### src/rtl/thread_register_file_if.sv
// Operand/write-back bus between a thread's decoder/ALU/LSU and its register file.
// The master drives decode, state and result signals; the slave returns operands.
interface thread_register_file_if #(
  parameter int unsigned DATA_BITS = 8
);
  logic                 enable;
  logic [7:0]           block_id;
  logic [2:0]           core_state;
  logic [3:0]           decoded_rd_address;
  logic [3:0]           decoded_rs_address;
  logic [3:0]           decoded_rt_address;
  logic                 decoded_reg_write_enable;
  logic [1:0]           decoded_reg_input_mux;
  logic [DATA_BITS-1:0] decoded_immediate;
  logic [DATA_BITS-1:0] alu_out;
  logic [DATA_BITS-1:0] lsu_out;
  logic [DATA_BITS-1:0] rs;
  logic [DATA_BITS-1:0] rt;
  logic                 ro_write_err;

  modport master (
    output enable, block_id, core_state, decoded_rd_address, decoded_rs_address,
           decoded_rt_address, decoded_reg_write_enable, decoded_reg_input_mux,
           decoded_immediate, alu_out, lsu_out,
    input  rs, rt, ro_write_err
  );

  modport slave (
    input  enable, block_id, core_state, decoded_rd_address, decoded_rs_address,
           decoded_rt_address, decoded_reg_write_enable, decoded_reg_input_mux,
           decoded_immediate, alu_out, lsu_out,
    output rs, rt, ro_write_err
  );
endinterface

### src/rtl/thread_register_file.sv
// Per-thread 16-entry register file: operands latched in REQUEST, write-back in UPDATE.
// Optional macro REGFILE_ZERO_R0_EN hardwires R0 to zero.
module thread_register_file #(
  parameter int unsigned THREADS_PER_BLOCK = 4,
  parameter int unsigned THREAD_ID         = 0,
  parameter int unsigned DATA_BITS         = 8
) (
  input logic                   clk,
  input logic                   reset,
  thread_register_file_if.slave bus
);

  typedef enum logic [2:0] {
    StIdle    = 3'b000,
    StFetch   = 3'b001,
    StDecode  = 3'b010,
    StRequest = 3'b011,
    StWait    = 3'b100,
    StExecute = 3'b101,
    StUpdate  = 3'b110,
    StDone    = 3'b111
  } core_state_e;

  localparam logic [3:0] LastGprAddr = 4'd12;

  logic [DATA_BITS-1:0] regs_q [16];
  logic [DATA_BITS-1:0] regs_d [16];
  logic [DATA_BITS-1:0] rs_q, rs_d;
  logic [DATA_BITS-1:0] rt_q, rt_d;
  logic                 err_q, err_d;
  logic [DATA_BITS-1:0] wr_data;
  logic                 wr_src_valid;

  always_comb begin
    wr_data      = '0;
    wr_src_valid = 1'b1;
    case (bus.decoded_reg_input_mux)
      2'b00:   wr_data = bus.alu_out;
      2'b01:   wr_data = bus.lsu_out;
      2'b10:   wr_data = bus.decoded_immediate;
      default: wr_src_valid = 1'b0;
    endcase
  end

  always_comb begin
    regs_d = regs_q;
    rs_d   = rs_q;
    rt_d   = rt_q;
    err_d  = err_q;
    if (bus.enable) begin
      // R13 tracks block_id every enabled cycle, so reads see last cycle's value.
      regs_d[13] = DATA_BITS'(bus.block_id);
      if (bus.core_state == StRequest) begin
        rs_d = regs_q[bus.decoded_rs_address];
        rt_d = regs_q[bus.decoded_rt_address];
`ifdef REGFILE_ZERO_R0_EN
        if (bus.decoded_rs_address == 4'd0) rs_d = '0;
        if (bus.decoded_rt_address == 4'd0) rt_d = '0;
`endif
      end
      if (bus.core_state == StUpdate && bus.decoded_reg_write_enable) begin
        if (bus.decoded_rd_address > LastGprAddr) begin
          err_d = 1'b1;
        end else if (wr_src_valid) begin
`ifdef REGFILE_ZERO_R0_EN
          if (bus.decoded_rd_address != 4'd0) regs_d[bus.decoded_rd_address] = wr_data;
`else
          regs_d[bus.decoded_rd_address] = wr_data;
`endif
        end
      end
    end
  end

  always_ff @(posedge clk) begin
    if (reset) begin
      for (int i = 0; i < 14; i++) begin
        regs_q[i] <= '0;
      end
      regs_q[14] <= DATA_BITS'(THREADS_PER_BLOCK);
      regs_q[15] <= DATA_BITS'(THREAD_ID);
      rs_q       <= '0;
      rt_q       <= '0;
      err_q      <= 1'b0;
    end else begin
      regs_q <= regs_d;
      rs_q   <= rs_d;
      rt_q   <= rt_d;
      err_q  <= err_d;
    end
  end

  assign bus.rs           = rs_q;
  assign bus.rt           = rt_q;
  assign bus.ro_write_err = err_q;

endmodule

### src/flat_wrapper.sv
// flat-port wrapper written by rule: the top's interface ports become plain ports
module thread_register_file_flat 
#(
  parameter int unsigned THREADS_PER_BLOCK = 4,
  parameter int unsigned THREAD_ID         = 0,
  parameter int unsigned DATA_BITS         = 8
)
  (clk, reset, bus_enable, bus_block_id, bus_core_state, bus_decoded_rd_address, bus_decoded_rs_address, bus_decoded_rt_address, bus_decoded_reg_write_enable, bus_decoded_reg_input_mux, bus_decoded_immediate, bus_alu_out, bus_lsu_out, bus_rs, bus_rt, bus_ro_write_err);
  thread_register_file_if #(.DATA_BITS(DATA_BITS)) bus_i ();
  input logic clk;
  input logic reset;
  input wire logic [$bits(bus_i.enable)-1:0] bus_enable;
  input wire logic [$bits(bus_i.block_id)-1:0] bus_block_id;
  input wire logic [$bits(bus_i.core_state)-1:0] bus_core_state;
  input wire logic [$bits(bus_i.decoded_rd_address)-1:0] bus_decoded_rd_address;
  input wire logic [$bits(bus_i.decoded_rs_address)-1:0] bus_decoded_rs_address;
  input wire logic [$bits(bus_i.decoded_rt_address)-1:0] bus_decoded_rt_address;
  input wire logic [$bits(bus_i.decoded_reg_write_enable)-1:0] bus_decoded_reg_write_enable;
  input wire logic [$bits(bus_i.decoded_reg_input_mux)-1:0] bus_decoded_reg_input_mux;
  input wire logic [$bits(bus_i.decoded_immediate)-1:0] bus_decoded_immediate;
  input wire logic [$bits(bus_i.alu_out)-1:0] bus_alu_out;
  input wire logic [$bits(bus_i.lsu_out)-1:0] bus_lsu_out;
  output wire logic [$bits(bus_i.rs)-1:0] bus_rs;
  output wire logic [$bits(bus_i.rt)-1:0] bus_rt;
  output wire logic [$bits(bus_i.ro_write_err)-1:0] bus_ro_write_err;
  assign bus_i.enable = bus_enable;
  assign bus_i.block_id = bus_block_id;
  assign bus_i.core_state = bus_core_state;
  assign bus_i.decoded_rd_address = bus_decoded_rd_address;
  assign bus_i.decoded_rs_address = bus_decoded_rs_address;
  assign bus_i.decoded_rt_address = bus_decoded_rt_address;
  assign bus_i.decoded_reg_write_enable = bus_decoded_reg_write_enable;
  assign bus_i.decoded_reg_input_mux = bus_decoded_reg_input_mux;
  assign bus_i.decoded_immediate = bus_decoded_immediate;
  assign bus_i.alu_out = bus_alu_out;
  assign bus_i.lsu_out = bus_lsu_out;
  assign bus_rs = bus_i.rs;
  assign bus_rt = bus_i.rt;
  assign bus_ro_write_err = bus_i.ro_write_err;
  thread_register_file #(.THREADS_PER_BLOCK(THREADS_PER_BLOCK), .THREAD_ID(THREAD_ID), .DATA_BITS(DATA_BITS)) u_core (.clk(clk), .reset(reset), .bus(bus_i));
endmodule
### config.mk
export PLATFORM = sky130hd
export DESIGN_NAME = thread_register_file_flat
export DESIGN_NICKNAME = d
export VERILOG_FILES = /design/src/rtl/thread_register_file_if.sv /design/src/rtl/thread_register_file.sv /design/src/flat_wrapper.sv
export SDC_FILE = /design/constraint.sdc
export NUM_CORES = 1
export LEC_CHECK = 0
export ABC_AREA = 1
export ABC_CLOCK_PERIOD_IN_PS = 2300
export CELL_PAD_IN_SITES_DETAIL_PLACEMENT = 0
export CELL_PAD_IN_SITES_GLOBAL_PLACEMENT = 1
export CORE_AREA = 3 3 142 144
export CTS_CLUSTER_SIZE = 20
export DETAILED_ROUTE_END_ITERATION = 10
export DIE_AREA = 0 0 145 147
export PLACE_DENSITY_LB_ADDON = 0.1
export SYNTH_ARGS = -nofsm -noshare
export SYNTH_HDL_FRONTEND = slang
export SYNTH_SLANG_ARGS = --single-unit
### constraint.sdc
create_clock -name clk -period 2.3 [get_ports clk]
set_input_delay 0.46 -clock clk [delete_from_list [all_inputs] [get_ports clk]]
set_output_delay 0.46 -clock clk [all_outputs]
set_load 0.05 [all_outputs]
Met1 routing:
Scale: 2 px per um.
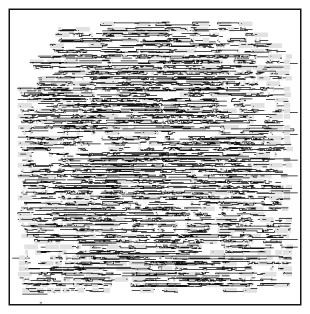
The wires run mostly horizontal. 1374 nets have wire on it. The layer holds 45% of the routed length. The longest straight run is 71.3 um.
GRT met1 Usage: 0.4043
vias: 9062
drt total wl: 30.77 mm

Metal 2:
Scale: 3 px per um.
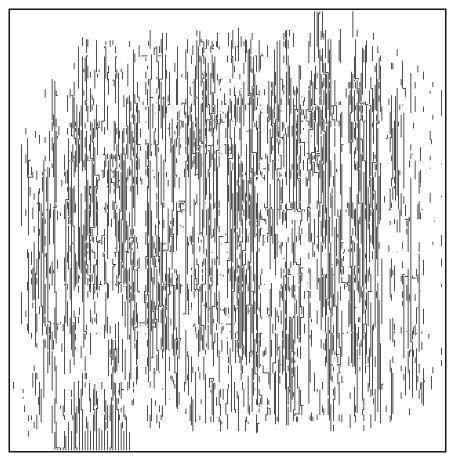
The layer carries 13900 um of wire. 1095 nets have wire on it. The longest straight run is 70.5 um.

Met3 routing:
Scale: 2 px per um.
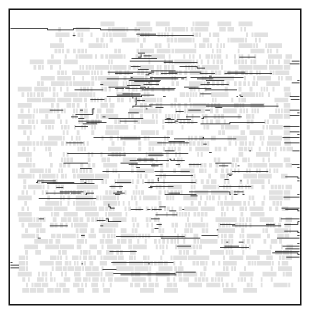
The wires run mostly horizontal. The layer holds 6.8% of the routed length.
met3 track demand over resource in global routing: 0.03516

Metal 4:
Scale: 2 px per um.
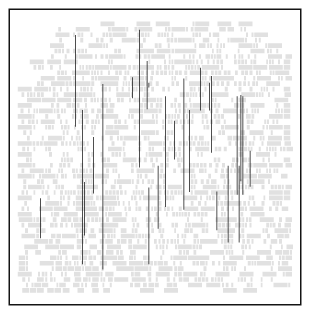
The longest straight run is 92.5 um. 23 nets have wire on it. The layer holds 3.2% of the routed length.

==> run summary <==
outcome - completed
maximum clock skew at final layout - 0.01016 ns
cells in synth_stat.txt - 1362
setup repair after global routing missed its margin - no
top cells by instance count after synthesis - sky130_fd_sc_hd__nand2_1, sky130_fd_sc_hd__nand3_1, sky130_fd_sc_hd__inv_1
worst reg2reg setup slack - 1.05 ns
critical register-to-register path endpoint - u_core.bus.rs[1]$_SDFFE_PP0P_
power attributed to the clock group - 3.32 mW
number of buffers created by CTS - 17
Overall Global Routing Usage - 0.2885
count of instances resized after the clock tree is built - 0
highest fanout seen on the critical path - 2
placeable core region - 0.01883 mm2
share of the cycle needed by the critical path after routing - 0.9414
data arrival time of the worst path - 1.71 ns
power attributed to sequential cells - 2.54 mW
number of buffers added to fix hold violations after cts - 0
Worst Hold Slack - 0.4455 ns
vertical extent of the die - 147 um
post-layout instance count excluding filler cells - 1695
sequential power share - 0.370
post-synthesis instance area - 0.008491 mm2
final cell area excluding filler cells - 0.01050 mm2
number of buffers and inverters on the critical path - 1
mean cell area of the mapped netlist - 6.234 um2
number of stages on the worst hold path - 2
Synthesized registers - 145
total power consumption of the routed design - 6.870 mW
count of cells along the worst register-to-register path - 8
Area after DPL - 0.009804 mm2
clock latency reported for the late side of the worst-skew pair - 0.43 ns
first-pass GRT wire length - 48.68 mm
Final Max Tran Viols - 0
how the worst max path moves through the flow:
stage                     cells after the start                        endpoint                                 start
after global placement                        9  u_core.regs_q[94]$_SDFFE_PP0P_                            bus_enable
after floorplan                               9  u_core.regs_q[34]$_SDFFE_PP0P_                     bus_core_state[0]
after CTS                                     1                bus_ro_write_err  u_core.bus.ro_write_err$_SDFFE_PP0P_
after detailed placement                     10  u_core.regs_q[66]$_SDFFE_PP0P_                            bus_enable
final                                         1                bus_ro_write_err  u_core.bus.ro_write_err$_SDFFE_PP0P_
after global routing                          1                bus_ro_write_err  u_core.bus.ro_write_err$_SDFFE_PP0P_
per-layer routing:
layer  part of all wire  vias to the layer above  track usage
li1                   -                     4474            -
met1               0.45                     4130       0.4043
met2               0.45                      399       0.4629
met3              0.068                       59      0.03516
met4              0.031                        0      0.09881
met5                  0                        -            0
area by class of cell:
cell class | instances | area, um2
fill | 1897 | 8327
timing repair buffer | 127 | 1389
multi-input combinational | 962 | 4551
tap | 260 | 325.3
clock buffer | 20 | 446.7
sequential | 145 | 2903
clock inverter | 12 | 252.7
inverter | 169 | 636.9
cells by family (layout without fill, tap and decap cells):
kind of cell / after synthesis / in the layout / synth area share
AND-OR/OR-AND: 124 / 124 / 0.08164
buffers and inverters: 255 / 328 / 0.1228
flip-flops: 145 / 145 / 0.3419
AND/OR/NAND/NOR: 838 / 838 / 0.4537
flip-flops by register name (all words and copies together) (netlist names):
name	cells
u_core.regs_q	128
u_core.bus.rs	8
u_core.bus.rt	8
u_core.bus.ro_write_err	1
Power figures rest on the tool's default switching activity, not on a simulated workload.
